[src/rtl/uart_alu_pkg.sv]
// Shared constants, baud arithmetic and FSM state type for the UART ALU link.
package uart_alu_pkg;

    localparam int CLK_HZ_DEFAULT = 32_256_000;
    localparam int BAUD_DEFAULT   = 115_200;
    localparam int BYTE_W         = 8;

    typedef enum logic [1:0] {
        IDLE  = 2'd0,
        START = 2'd1,
        DATA  = 2'd2,
        STOP  = 2'd3
    } uart_tx_state_e;

    // Integer clock cycles per bit; any remainder is dropped.
    function automatic int clks_per_bit(input int clk_hz, input int baud);
        return clk_hz / baud;
    endfunction

endpackage

[src/rtl/uart_tx_byte.sv]
// Single-byte 8N1 framer. A byte offered at the last cycle of a stop bit is
// chained straight into the next start bit, so multi-byte words have no gap.
//
// state | meaning
// IDLE  | line high, waiting for a byte
// START | start bit (low) for one bit period
// DATA  | 8 data bits, LSB first
// STOP  | stop bit (high); may chain directly into the next START
module uart_tx_byte
    import uart_alu_pkg::*;
#(
    parameter int CLKS_PER_BIT = 280
) (
    input  logic              clk,
    input  logic              rst_n,
    input  logic [BYTE_W-1:0] data_i,
    input  logic              valid_i,
    output logic              ready_o,
    output logic              done_o,
    output logic              tx_o
);

    localparam int                BAUD_W    = $clog2(CLKS_PER_BIT);
    localparam logic [BAUD_W-1:0] BAUD_LAST = BAUD_W'(CLKS_PER_BIT - 1);

    uart_tx_state_e    state_q;
    logic [BAUD_W-1:0] baud_q;
    logic [2:0]        bit_q;
    logic [BYTE_W-1:0] shift_q;
    logic              tx_q;
    logic              bit_end;

    assign bit_end = (baud_q == BAUD_LAST);
    assign done_o  = (state_q == STOP) && bit_end;
    assign ready_o = (state_q == IDLE) || done_o;
    assign tx_o    = tx_q;

    // Framing FSM: baud counter restarts at every bit boundary so bit periods stay exact.
    always_ff @(posedge clk or negedge rst_n) begin
        if (!rst_n) begin
            state_q <= IDLE;
            baud_q  <= '0;
            bit_q   <= '0;
            shift_q <= '0;
            tx_q    <= 1'b1;
        end else begin
            case (state_q)
                IDLE: begin
                    baud_q <= '0;
                    if (valid_i) begin
                        state_q <= START;
                        shift_q <= data_i;
                        tx_q    <= 1'b0;
                    end
                end
                START: begin
                    if (bit_end) begin
                        baud_q  <= '0;
                        state_q <= DATA;
                        tx_q    <= shift_q[0];
                        shift_q <= {1'b0, shift_q[BYTE_W-1:1]};
                    end else begin
                        baud_q <= baud_q + BAUD_W'(1);
                    end
                end
                DATA: begin
                    if (bit_end) begin
                        baud_q <= '0;
                        if (bit_q == 3'd7) begin
                            state_q <= STOP;
                            bit_q   <= '0;
                            tx_q    <= 1'b1;
                        end else begin
                            bit_q   <= bit_q + 3'd1;
                            tx_q    <= shift_q[0];
                            shift_q <= {1'b0, shift_q[BYTE_W-1:1]};
                        end
                    end else begin
                        baud_q <= baud_q + BAUD_W'(1);
                    end
                end
                STOP: begin
                    if (bit_end) begin
                        baud_q <= '0;
                        if (valid_i) begin
                            state_q <= START;
                            shift_q <= data_i;
                            tx_q    <= 1'b0;
                        end else begin
                            state_q <= IDLE;
                        end
                    end else begin
                        baud_q <= baud_q + BAUD_W'(1);
                    end
                end
                default: begin
                    state_q <= IDLE;
                    tx_q    <= 1'b1;
                end
            endcase
        end
    end

endmodule

[src/rtl/uart_result_tx.sv]
// Word-level UART transmitter: accepts a DATA_BYTES result word and sends it
// LSB byte first as back-to-back 8N1 frames through uart_tx_byte.
module uart_result_tx
    import uart_alu_pkg::*;
#(
    parameter int CLK_HZ     = CLK_HZ_DEFAULT,
    parameter int BAUD       = BAUD_DEFAULT,
    parameter int DATA_BYTES = 4
) (
    input  logic                         clk,
    input  logic                         rst_n,
    input  logic [BYTE_W*DATA_BYTES-1:0] data_i,
    input  logic                         valid_i,
    output logic                         ready_o,
    output logic                         tx_o,
    output logic                         busy_o
);

    localparam int               CLKS_PER_BIT = clks_per_bit(CLK_HZ, BAUD);
    localparam int               WORD_W       = BYTE_W * DATA_BYTES;
    localparam int               IDX_W        = (DATA_BYTES > 1) ? $clog2(DATA_BYTES) : 1;
    localparam logic [IDX_W-1:0] LAST_IDX     = IDX_W'(DATA_BYTES - 1);

    if (CLKS_PER_BIT < 2) begin : g_bad_baud
        $error("uart_result_tx: CLK_HZ/BAUD must be at least 2");
    end
    if (DATA_BYTES < 1) begin : g_bad_bytes
        $error("uart_result_tx: DATA_BYTES must be at least 1");
    end

    logic              busy_q;
    logic [IDX_W-1:0]  idx_q;
    logic [WORD_W-1:0] word_q;
    logic              accept;
    logic              advance;
    logic              byte_valid;
    logic [BYTE_W-1:0] byte_data;
    logic              byte_ready;
    logic              byte_done;

    // Byte 0 goes straight from data_i so the start bit begins on the accept edge;
    // word_q holds the remaining bytes, next one always in the low lane.
    assign ready_o    = !busy_q && byte_ready;
    assign accept     = valid_i && ready_o;
    assign advance    = byte_done && (idx_q != LAST_IDX);
    assign byte_valid = accept || advance;
    assign byte_data  = accept ? data_i[BYTE_W-1:0] : word_q[BYTE_W-1:0];
    assign busy_o     = busy_q;

    // Word sequencing: capture on accept, shift one byte per completed frame.
    always_ff @(posedge clk or negedge rst_n) begin
        if (!rst_n) begin
            busy_q <= 1'b0;
            idx_q  <= '0;
            word_q <= '0;
        end else if (accept) begin
            busy_q <= 1'b1;
            idx_q  <= '0;
            word_q <= data_i >> BYTE_W;
        end else if (byte_done) begin
            if (idx_q == LAST_IDX) begin
                busy_q <= 1'b0;
                idx_q  <= '0;
            end else begin
                idx_q  <= idx_q + IDX_W'(1);
                word_q <= word_q >> BYTE_W;
            end
        end
    end

    uart_tx_byte #(
        .CLKS_PER_BIT(CLKS_PER_BIT)
    ) u_tx_byte (
        .clk    (clk),
        .rst_n  (rst_n),
        .data_i (byte_data),
        .valid_i(byte_valid),
        .ready_o(byte_ready),
        .done_o (byte_done),
        .tx_o   (tx_o)
    );

endmodule
[config.mk]
export PLATFORM = sky130hd
export DESIGN_NAME = uart_result_tx
export DESIGN_NICKNAME = d
export VERILOG_FILES = /design/src/rtl/uart_alu_pkg.sv /design/src/rtl/uart_tx_byte.sv /design/src/rtl/uart_result_tx.sv
export SDC_FILE = /design/constraint.sdc
export NUM_CORES = 1
export LEC_CHECK = 0
export CELL_PAD_IN_SITES_DETAIL_PLACEMENT = 1
export CELL_PAD_IN_SITES_GLOBAL_PLACEMENT = 2
export CORE_ASPECT_RATIO = 0.8
export CORE_UTILIZATION = 36
export CTS_BUF_LIST = sky130_fd_sc_hd__clkbuf_8
export CTS_CLUSTER_DIAMETER = 30
export CTS_CLUSTER_SIZE = 14
export DETAILED_ROUTE_END_ITERATION = 10
export PLACE_DENSITY = 0.82
export SYNTH_ARGS = -nofsm -noshare
export SYNTH_HDL_FRONTEND = slang
export SYNTH_HIERARCHICAL = 1
export SYNTH_SLANG_ARGS = --single-unit
[constraint.sdc]
create_clock -name clk -period 3.7 [get_ports clk]
set_input_delay 0.74 -clock clk [delete_from_list [all_inputs] [get_ports clk]]
set_output_delay 0.74 -clock clk [all_outputs]
set_load 0.1 [all_outputs]
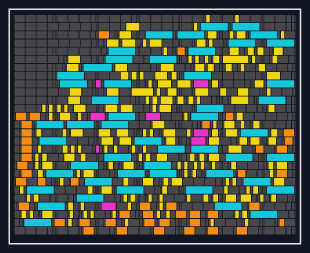
Run 1: placement by cell class
(3 px per um) Fill, decap, tap and diode cells in grey.
| colour | class | cells | share of their area |
|---|---|---|---|
| magenta | clock drivers and dummy loads | 8 | 3.0% |
| orange | remaining buffers and delay cells | 44 | 14% |
| yellow | combinational and other logic | 187 | 41% |
| cyan | sequential cells | 50 | 42% |
final core occ: 0.451
post-route cell area: 3110 sq um

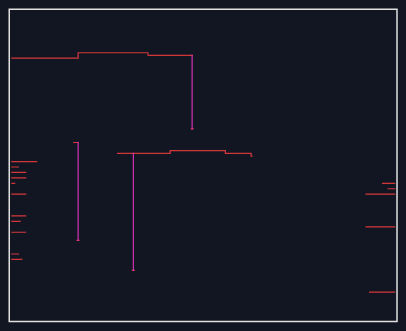
Run 1: metal layers overlaid
(4 px per um) Two of the layers only.
| colour | layer | wire length |
|---|---|---|
| red | metal 3 | 142 um |
| magenta | metal 4 | 72.1 um |

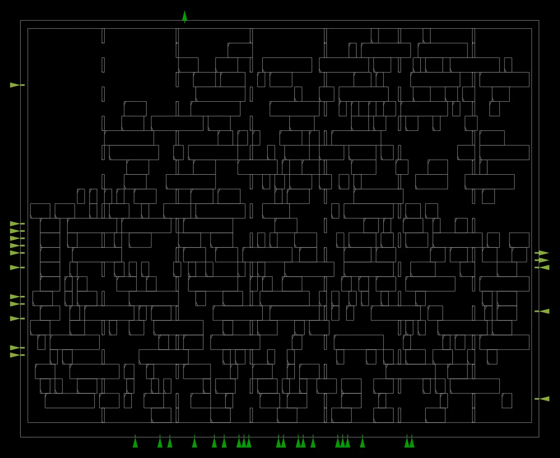
Run 1: placed standard cells
Seq/total area: 0.403
filler instances: 795
row count: 27
fin cells: 376
TAP cells: 87

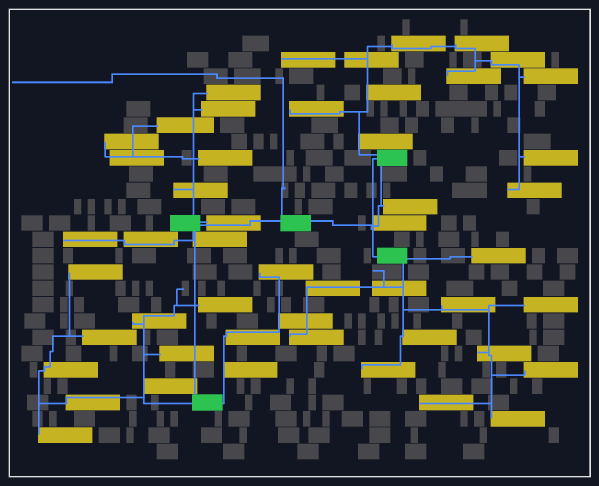
Run 1: clock distribution
(6 px per um)
[green] clock drivers | count: 5
[yellow] flip-flops | count: 50
[blue] clock wires | length: 631 um
routed clock nets: 6
Clk pwr share: 0.145
clk latency late pin: 0.30 ns
Setup Skew: 0.0133 ns

-- run 1: stage by stage --
| stage | setup WS [ns] | power, mW |
|---|---|---|
| finish | 0.818 | 2.24 |
| global route | 0.626 | 2.42 |
| CTS | 0.786 | 2.28 |
| detailed placement | 0.841 | 1.94 |
| global placement | 0.957 | 1.91 |
| floorplan | 0.315 | 1.68 |
-- run 1: worst reg2reg max path: cells and delay by family (launching register included) --
family                 cells  cell delay [ns]
AND-OR/OR-AND              1             0.43
buffers and inverters      1             0.21
flip-flops                 1             0.44
multiplexers               1             0.39
AND/OR/NAND/NOR            7             1.28
-- run 1: registers in the layout (all words and copies together), names as in the netlist --
register,cells
busy_o,1
idx_q,2
u_tx_byte/baud_q,9
u_tx_byte/bit_q,3
u_tx_byte/shift_q,8
u_tx_byte/state_q,2
u_tx_byte/tx_o,1
word_q,24
-- run 1: metal layers --
metal  part of all wire  GRT usage
met2               0.45      0.251
met3              0.027     0.0324
met1               0.51      0.216
met5                  0          0
met4              0.014     0.0500
-- run 1: cells in the mapped netlist (2+ instances only) --
cell,instances,area [sq um]
nand2_1,63,236
dfrtp_1,49,1230
mux2_2,21,236
mux2i_1,17,170
o21ai_0,17,85.1
nor2_1,12,45.0
nand3_1,9,45.0
ha_1,8,100
buf_2,6,30.0
xor2_1,6,52.6
inv_1,4,15.0
and2_1,3,18.8
buf_6,3,33.8
nor2b_1,3,18.8
and3_1,2,12.5
clkbuf_1,2,7.51
nand4_1,2,12.5
nor3_1,2,10.0
or2_2,2,12.5
-- run 1: layout make-up --
cell class	count	area (sq um)
repair buffers	44	415
fillers	795	3780
flip-flops and latches	50	1250
inverters	4	15.0
clock inverters	2	8.76
multi-input cells	183	1220
clock buffers	6	82.6
well taps	87	109
-- run 1: cells by family (layout without fill, tap and decap cells) --
kind of cell	after synthesis	count (layout)	synth area share
simple gates	105	105	0.187
flops	50	50	0.486
mux	38	38	0.158
compound gates	25	25	0.0670
buf+inv	17	56	0.0389
fa+ha+maj	8	8	0.0389
xor+xnor	7	7	0.0238
-- run 1: worst max-delay path by stage --
stage	from	to	slack, ns	depth (start not counted)
finish	u_tx_byte/baud_q[7]	ready_o	0.82	6
global route	u_tx_byte/baud_q[7]	u_tx_byte/shift_q[1]	0.63	10
CTS	u_tx_byte/baud_q[7]	ready_o	0.79	6
detailed placement	u_tx_byte/baud_q[7]	u_tx_byte/shift_q[7]	0.84	10
global placement	u_tx_byte/baud_q[5]	u_tx_byte/shift_q[5]	0.96	10
floorplan	u_tx_byte/baud_q[7]	ready_o	0.31	5
-- run 1: power by group through the flow --
stage | logic [mW] | registers, mW | clock network, mW
2_1_floorplan | 0.716 | 0.968 | 0
3_3_place_gp | 0.988 | 0.922 | 0
3_5_place_dp | 1.01 | 0.933 | 0
4_1_cts | 1.01 | 0.922 | 0.340
5_1_grt | 1.11 | 0.949 | 0.362
6_report | 0.992 | 0.919 | 0.325
==> deck_impl_summary.md, run 1 <==
Run Summary

Run status
  – Status: finished clean

Synth
  – Ys flop type: dfrtp_1
  – Mean Syn Cell Area: a little over 10 sq um
  – Yosys cell types: 38
  – Synth Warn #: 6
  – Cell count after synthesis: 250
  – Yosys chip area: around 2600 sq um
  – Syn nets: ~290
  – Register share after synthesis: 0.486
  – Ys cells: 250
  – Post-synth EDFFs: 0
  – Post-Synthesis Cell Area: ~2600 sq um
  – Ys async rst share: 1.00
  – Synth flops: 50

Setup path
  – R2R Setup Slk: approximately 0.84 ns
  – Family with the most delay on the worst path: simple AND/OR/NAND/NOR gates
  – Req. time, crit path: 2.96 ns
  – Buf+Inv Stages, Crit Path: 1
  – Crit-path max cell delay: ~0.44 ns
  – R2r endpoint: u_tx_byte/shift_q[1]
  – WS Path Type: flip-flop to output port
  – Data arrival, critical path: approximately 2.1 ns
  – Crit path launch type: flip-flop
  – CP Cell Sequence: nor4b_4, and4_2, and2_1, or2_2, nor2b_1, buf_4
  – Worst-case reg-to-reg path depth: 10
  – Critical Path Sink Type: output port
  – Slowest-stage cell, CP: dfrtp_1
  – Maximum fanout along the worst path: 5
  – FF-to-FF Start: u_tx_byte/baud_q[7]

Power and ir drop
  – Switch share: 0.368
  – Max IR drop VDD: roughly 0.22 mV
  – Sw power: 823 uW
  – P_leak: around 1.5 nW
  – Internal: around 1.4 mW
  – Sequential power share: 0.411
  – Comb pwr share: 0.444
  – Pwr dens: roughly 700 nW/um^2

Clock tree
  – Hold buffers post-CTS: 0
  – TritonCTS clock tree: yes
  – CTS Sinks: 50
  – CTS Buf Count: 5
  – Clk slew on worst S/H paths: ~0.09 ns
  – CTS resizes: 0
  – Setup bufs post-CTS: 0
  – Max clock buf depth: 2
  – # H-tree levels: 2
  – Clock root cell: clkbuf_8

Floorplan
  – Fp util: 0.374
  – Num ports: 38
  – Die area: between 7000 and 8000 sq um
  – Die height: approximately 78 um
  – Core area: just under 7000 sq um
  – Chip width: around 97 um

Final timing
  – Post-layout period usage: 0.779
  – Final hold vios: 0
  – Worst Tran Pin Value: around 0.97 ns
  – Period minus WS final: just under 3 ns
  – RSZ-0062 raised after global routing: no
  – Max-slew violation count: 0
  – Fmax: between 300 and 400 MHz
  – Worst hold margin: about 0.50 ns
  – Setup TNS: 0 ns
  – Slew margin rel.: 0.354
  – # setup viols final: 0

Worst hold path
  – Hold EP: u_tx_byte/baud_q[0]
  – HP Start: u_tx_byte/baud_q[0]
  – Hold depth: 1
  – Worst hold path class: flip-flop to flip-flop

GRT
  – Initial antenna violation count: 0
  – Gr ovfl total: 0
  – First-pass GRT wire length: roughly 9000 um
  – Largest net degree at the start of global routing: 40
  – Vias in the first global route: between 1500 and 2000
  – GRT Total Usage: 0.159

Final layout
  – Layout Area Growth over Synthesis: 20.6%
  – Antenna Cells: 0
  – Leading cell types in the layout, fill and taps excluded: nand2_1 (63), dfrtp_1 (49), clkdlybuf4s50_1 (35)
  – Commonest Layout Cell: nand2_1
  – Nets@finish: about 330
  – Share of cells above drive strength 1: 0.163

Place
  – Gpl congestion: 0.721
  – I/O Buffers: 37
  – Placed cell count: around 370
  – Dpl hpwl: between 3000 and 4000 um
  – DP Area: ~3000 sq um

Drt
  – DRC: 0
  – DRT iter0 DRCs: 24
  – Vias: ~1800
  – Routed WL: 5260 um
  – WL/cell: 14.0 um
  – DRT Pass-1 Iters: 4
  – DR vias/cell: roughly 5
  – Post-DRT Antenna Nets: 0

Job
  – Max cap viols: 0
  – OpenROAD warning count: 29
Run 1, floorplan with the power grid:
(4 px per um) Pins as bars on the die edge.
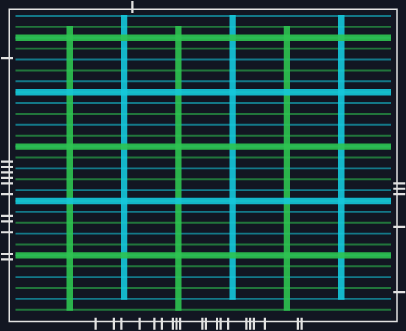

==> run 1 -> run 2 <==
CORE_UTILIZATION = 32   (was 36)
PLACE_DENSITY = 0.77   (was 0.82)
clock period = 2.6 ns   (was 3.7 ns; I/O delays follow)
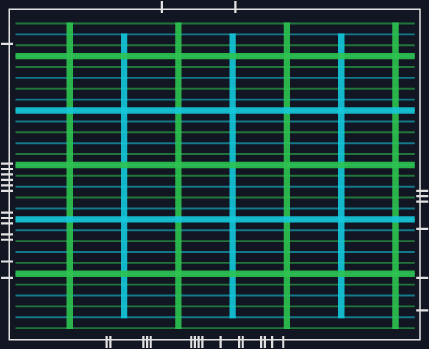
Run 2: floorplan with the power grid
(4 px per um) Pins as bars on the die edge.
| colour | net |
|---|---|
| cyan | VDD |
| green | VSS |
met5 straps: 5
met1 rails: 29
rows: 28
met4 straps: 7
signal pins: 38

==> deck_impl_summary.md, run 2 <==
Run Summary

Final timing
  – Worst Tran Pin Value: around 0.43 ns
  – # setup viols final: 0
  – Max-slew violation count: 0
  – Post-layout period usage: 0.977
  – Fmax: between 300 and 400 MHz
  – Setup Skew: between 0.008 and 0.009 ns
  – Slew margin rel.: 0.714
  – Period minus WS final: 2.54 ns
  – Worst hold margin: 0.186 ns
  – Setup TNS: 0 ns
  – Final hold vios: 0

Run status
  – Status: finished clean

Synth
  – Synth area leader: dfrtp_1
  – Ys async rst share: 1.00
  – Post-synth area hogs: dfrtp_1 (48%), mux2_2 (9.2%), nand2_1 (9.2%)
  – Cell count after synthesis: 250
  – Synth top cells by count: nand2_1 (63), dfrtp_1 (49), mux2_2 (21)
  – Post-Synthesis Cell Area: between 2000 and 3000 sq um
  – Top cell area share: 0.476
  – Register share after synthesis: 0.486
  – Cell with the most instances after synthesis: nand2_1
  – Yosys chip area: around 2600 sq um
  – Synth Warn #: 6
  – Post-synth EDFFs: 0
  – Ys cells: between 200 and 300

Final layout
  – Nets@finish: 338
  – Share of cells above drive strength 1: 0.206
  – Leading cell types in the layout, fill and taps excluded: nand2_1 (62), dfrtp_1 (48), clkdlybuf4s50_1 (33)
  – Logic area: between 1000 and 1500 sq um
  – Layout Area Growth over Synthesis: 28.1%
  – Filler instances: between 800 and 900
  – Largest regs: word_q (24), u_tx_byte/baud_q (9), u_tx_byte/shift_q (8)
  – Largest register FFs: 24
  – Commonest Layout Cell: nand2_1
  – Fin cells: ~400
  – Antenna Cells: 0
  – Top reg by flops: word_q

Power and ir drop
  – P_leak: about 1.6 nW
  – Pwr dens: roughly 1100 nW/um^2
  – Max IR drop VDD: 0.368 mV
  – Total Power: approximately 3.6 mW

Floorplan
  – Num ports: 38
  – Core area: between 7000 and 8000 sq um
  – Fp util: 0.339
  – Chip width: 102 um
  – Row count: 28
  – Die height: ~82 um

Setup path
  – R2R Setup Slk: roughly 0.06 ns
  – Critical Path Sink Type: flip-flop
  – Worst-case reg-to-reg path depth: 10
  – WS Path Type: flip-flop to flip-flop
  – Req. time, crit path: 2.80 ns

Clock tree
  – CTS Sinks: roughly 50
  – CTS Buf Count: 5
  – # H-tree levels: 2
  – Clk latency late pin: ~0.31 ns
  – TritonCTS clock tree: yes
  – Clk slew on worst S/H paths: around 0.10 ns

Place
  – Placed cell count: ~390
  – Dpl hpwl: 3990 um
  – Gpl congestion: about 0.78
  – I/O Buffers: 37

Drt
  – WL/cell: between 10 and 15 um
  – Routed WL: roughly 6000 um
  – Post-DRT Antenna Nets: 0

Worst hold path
  – Worst hold path class: primary input to asynchronous set/reset pin
-- run 2: cell counts after synthesis --
Identical to the previous run, type by type.
-- run 2: cell families (layout without fill, tap and decap cells) --
group	after synthesis	count (layout)	synth area share
AND/OR/NAND/NOR	105	105	0.187
XOR/XNOR	7	7	0.0238
flip-flops	50	50	0.486
AND-OR/OR-AND	25	25	0.0670
adder cells (fa/ha/maj)	8	8	0.0389
buffers and inverters	17	63	0.0389
multiplexers	38	38	0.158
-- run 2: what timing repair did --
item,in CTS,in global routing
gates cloned,0,0
resized,0,3
buffers inserted,0,6
pin swaps,1,4
hold buffers,0,0
setup endpoints to repair,7,9
-- run 2: worst paths after layout --
path / to / startpoint
worst max register to register: u_tx_byte/shift_q[2] / u_tx_byte/baud_q[6]
worst min register to register: u_tx_byte/baud_q[0] / u_tx_byte/baud_q[0]
worst max-delay path: u_tx_byte/shift_q[2] / u_tx_byte/baud_q[6]
min in group clk: u_tx_byte/baud_q[0] / u_tx_byte/baud_q[0]
max in group asynchronous: u_tx_byte/tx_o / rst_n
worst min-delay path: word_q[8] / rst_n
-- run 2: layout make-up --
class	count	area share
sequential	50	0.380
multi-input combinational	183	0.377
timing repair buffer	51	0.155
tap	105	0.0398
clock buffer	6	0.0250
clock inverter	2	0.0182
inverter	4	0.00455
-- run 2: report_power, final --
part | internal, mW | switching (mW) | total, mW
Clock | 0.410 | 0.274 | 0.684
Sequential | 1.11 | 0.206 | 1.32
Combinational | 0.805 | 0.765 | 1.57
Total | 2.32 | 1.25 | 3.57
-- run 2: through the flow --
step           instance area (sq um)  setup slack [ns]
6_report                        3300            0.0600
3_3_place_gp                    3090            0.0562
5_1_grt                         3300           -0.0519
3_5_place_dp                    3090           -0.0233
4_1_cts                         3230          0.000875
2_1_floorplan                   2590           -0.0210
-- run 2: worst max-delay path: stages (launching register included) --
cell and delay (ns):
dfrtp_2 0.46, nor4b_4 0.33, and4_4 0.27, and2_4 0.17
or2_4 0.12, nand3b_1 0.11, nand2_2 0.13, nor2_1 0.07
a211oi_4 0.27, buf_12 0.16, mux2_2 0.33
-- run 2: routing by layer --
metal	global-route usage	routed length, um
met1	0.210	2990
met4	0.0514	72
met2	0.241	2640
met5	0	0
met3	0.0278	147
==> run 2 -> run 3 <==
SLEW_MARGIN = 20   (was not set)
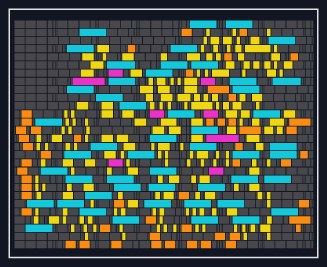
Run 3: placement by cell class
(3 px per um) Fill, decap, tap and diode cells in grey.
| colour | class | cells | share of their area |
|---|---|---|---|
| orange | remaining buffers and delay cells | 51 | 16% |
| magenta | clock drivers and dummy loads | 8 | 4.5% |
| yellow | combinational and other logic | 187 | 40% |
| cyan | sequential cells | 50 | 40% |

==> deck_impl_summary.md, run 3 <==
Run Summary

Drt
  – Post-DRT Antenna Nets: 0
  – Routed wl met3: 147 um
  – DRC: 0
  – DR top layer: met4
  – Vias: 1891
  – DRT iter0 DRCs: 40
  – Routed WL: 5850 um
  – DRT Pass-1 Iters: 4
  – DR vias/cell: between 4 and 5

Synth
  – Top cell area share: 0.476
  – Synth area leader: dfrtp_1
  – Synth Warn #: 6
  – Yosys cell types: 38
  – Ys async rst share: 1.00
  – Synth flops: roughly 50
  – Ys cells: 250
  – Post-Synthesis Cell Area: 2580 sq um
  – Post-synth EDFFs: 0
  – Register share after synthesis: 0.486
  – Synth top cells by count: nand2_1 (63), dfrtp_1 (49), mux2_2 (21)
  – Cell count after synthesis: about 250
  – Syn nets: slightly below 300

Final timing
  – Max-slew violation count: 0
  – Worst Tran Pin Value: 0.429 ns
  – Final hold vios: 0
  – Setup Skew: between 0.008 and 0.009 ns
  – Period minus WS final: about 2.5 ns
  – # setup viols final: 0
  – Slew margin rel.: 0.714
  – Worst hold margin: 0.186 ns
  – Fmax: 394 MHz

Setup path
  – WS Path Type: flip-flop to flip-flop
  – Data arrival, critical path: ~2.7 ns
  – Buf+Inv Stages, Crit Path: 1
  – Req. time, crit path: between 2 and 3 ns
  – Crit-path max cell delay: around 0.46 ns
  – Maximum fanout along the worst path: 8
  – Slowest-stage cell, CP: dfrtp_2
  – Family with the most delay on the worst path: simple AND/OR/NAND/NOR gates
  – Crit path launch type: flip-flop

Final layout
  – Leading cell types in the layout, fill and taps excluded: nand2_1 (62), dfrtp_1 (48), clkdlybuf4s50_1 (33)
  – Layout Area Growth over Synthesis: 28.1%
  – Commonest Layout Cell: nand2_1
  – Share of cells above drive strength 1: 0.206
  – Nets@finish: roughly 340
  – Antenna Cells: 0
  – Logic area: around 1200 sq um
  – Filler instances: a little under 900
  – Largest regs: word_q (24), u_tx_byte/baud_q (9), u_tx_byte/shift_q (8)

Place
  – I/O Buffers: 37
  – Dpl hpwl: between 3000 and 4000 um

Floorplan
  – Chip width: a little over 100 um
  – Fp util: 0.339
  – Num ports: 38
  – Die height: 82.3 um

GRT
  – Largest net degree at the start of global routing: between 50 and 60
  – Gr ovfl total: 0
  – Vias in the first global route: roughly 2000
  – Initial antenna violation count: 0
  – First-pass GRT wire length: around 9800 um

Power and ir drop
  – P_leak: 1.58 nW
  – Sequential power share: 0.368
  – Switch share: 0.349
  – Sw power: approximately 1.2 mW
  – Max IR drop VDD: 0.368 mV
  – Clk pwr share: 0.192

Clock tree
  – Max clock buf depth: 2
  – Clock root cell: clkbuf_8
  – Clk slew on worst S/H paths: 0.10 ns
  – Clk latency late pin: between 0.3 and 0.4 ns
  – TritonCTS clock tree: yes
  – CTS Buf Count: 5

Job
  – Max cap viols: 0

Run status
  – Status: finished clean
## run 3: path summary, 6_finish.rpt
kind | start | endpoint | slack (ns) | cells past startpoint
worst min-delay path | rst_n | word_q[8] | 0.19 | 2
max in group asynchronous | rst_n | u_tx_byte/tx_o | 2.13 | 2
worst max-delay path | u_tx_byte/baud_q[6] | u_tx_byte/shift_q[2] | 0.06 | 10
worst min register to register | u_tx_byte/baud_q[0] | u_tx_byte/baud_q[0] | 0.49 | 1
min in group clk | u_tx_byte/baud_q[0] | u_tx_byte/baud_q[0] | 0.49 | 1
worst max register to register | u_tx_byte/baud_q[6] | u_tx_byte/shift_q[2] | 0.06 | 10
## run 3: routing by layer
layer | vias to the layer above | GRT usage
met1 | 931 | 0.210
met2 | 28 | 0.241
met4 | 0 | 0.0514
met5 | - | 0
li1 | 924 | -
met3 | 8 | 0.0278
## run 3: layout make-up
class,count,share of cell area
clock inverter,2,0.0182
inverter,4,0.00455
sequential,50,0.380
multi-input combinational,183,0.377
tap,105,0.0398
clock buffer,6,0.0250
timing repair buffer,51,0.155
## run 3: stage by stage
| stage | instance area, sq um | util | instances | setup WS, ns | setup TNS [ns] |
|---|---|---|---|---|---|
| after CTS | 3230 | 0.425 | 395 | 0.000875 | 0 |
| after detailed placement | 3090 | 0.407 | 387 | -0.0233 | -0.145 |
| after floorplan | 2590 | - | 250 | -0.0210 | -0.147 |
| after global placement | 3090 | 0.407 | 387 | 0.0562 | 0 |
| final | 3300 | 0.434 | 401 | 0.0600 | 0 |
| after global routing | 3300 | 0.434 | 401 | -0.0519 | -0.316 |
## run 3: cells by family after synthesis
family / count (synthesis) / share of synthesized area
buffers and inverters: 17 / 0.0389
adders and majority gates: 8 / 0.0389
muxes: 38 / 0.158
and+or+nand+nor: 105 / 0.187
AOI/OAI and AO/OA: 25 / 0.0670
xor gates and xnor gates: 7 / 0.0238
DFF: 50 / 0.486
## run 3: power by group through the flow
stage | sequential (mW) | clock, mW | combinational, mW
floorplan | 1.38 | 0 | 1.04
global placement | 1.32 | 0 | 1.45
CTS | 1.32 | 0.709 | 1.49
finish | 1.32 | 0.684 | 1.57
global route | 1.36 | 0.731 | 1.73
detailed placement | 1.33 | 0 | 1.47
## run 3: worst register-to-register path, delay by kind of cell (launching register included)
kind,cells,cell delay (ns)
AND/OR/NAND/NOR,7,1.21
AND-OR/OR-AND,1,0.27
flip-flops,1,0.46
buffers and inverters,1,0.16
multiplexers,1,0.34
## run 3: what timing repair did
item / CTS / global route
endpoints found under the setup margin: 7 / 9
pin swaps: 1 / 4
gates cloned: 0 / 0
resized: 0 / 3
buffers inserted: 0 / 6
hold buffers: 0 / 0
Power figures rest on the tool's default switching activity, not on a simulated workload.
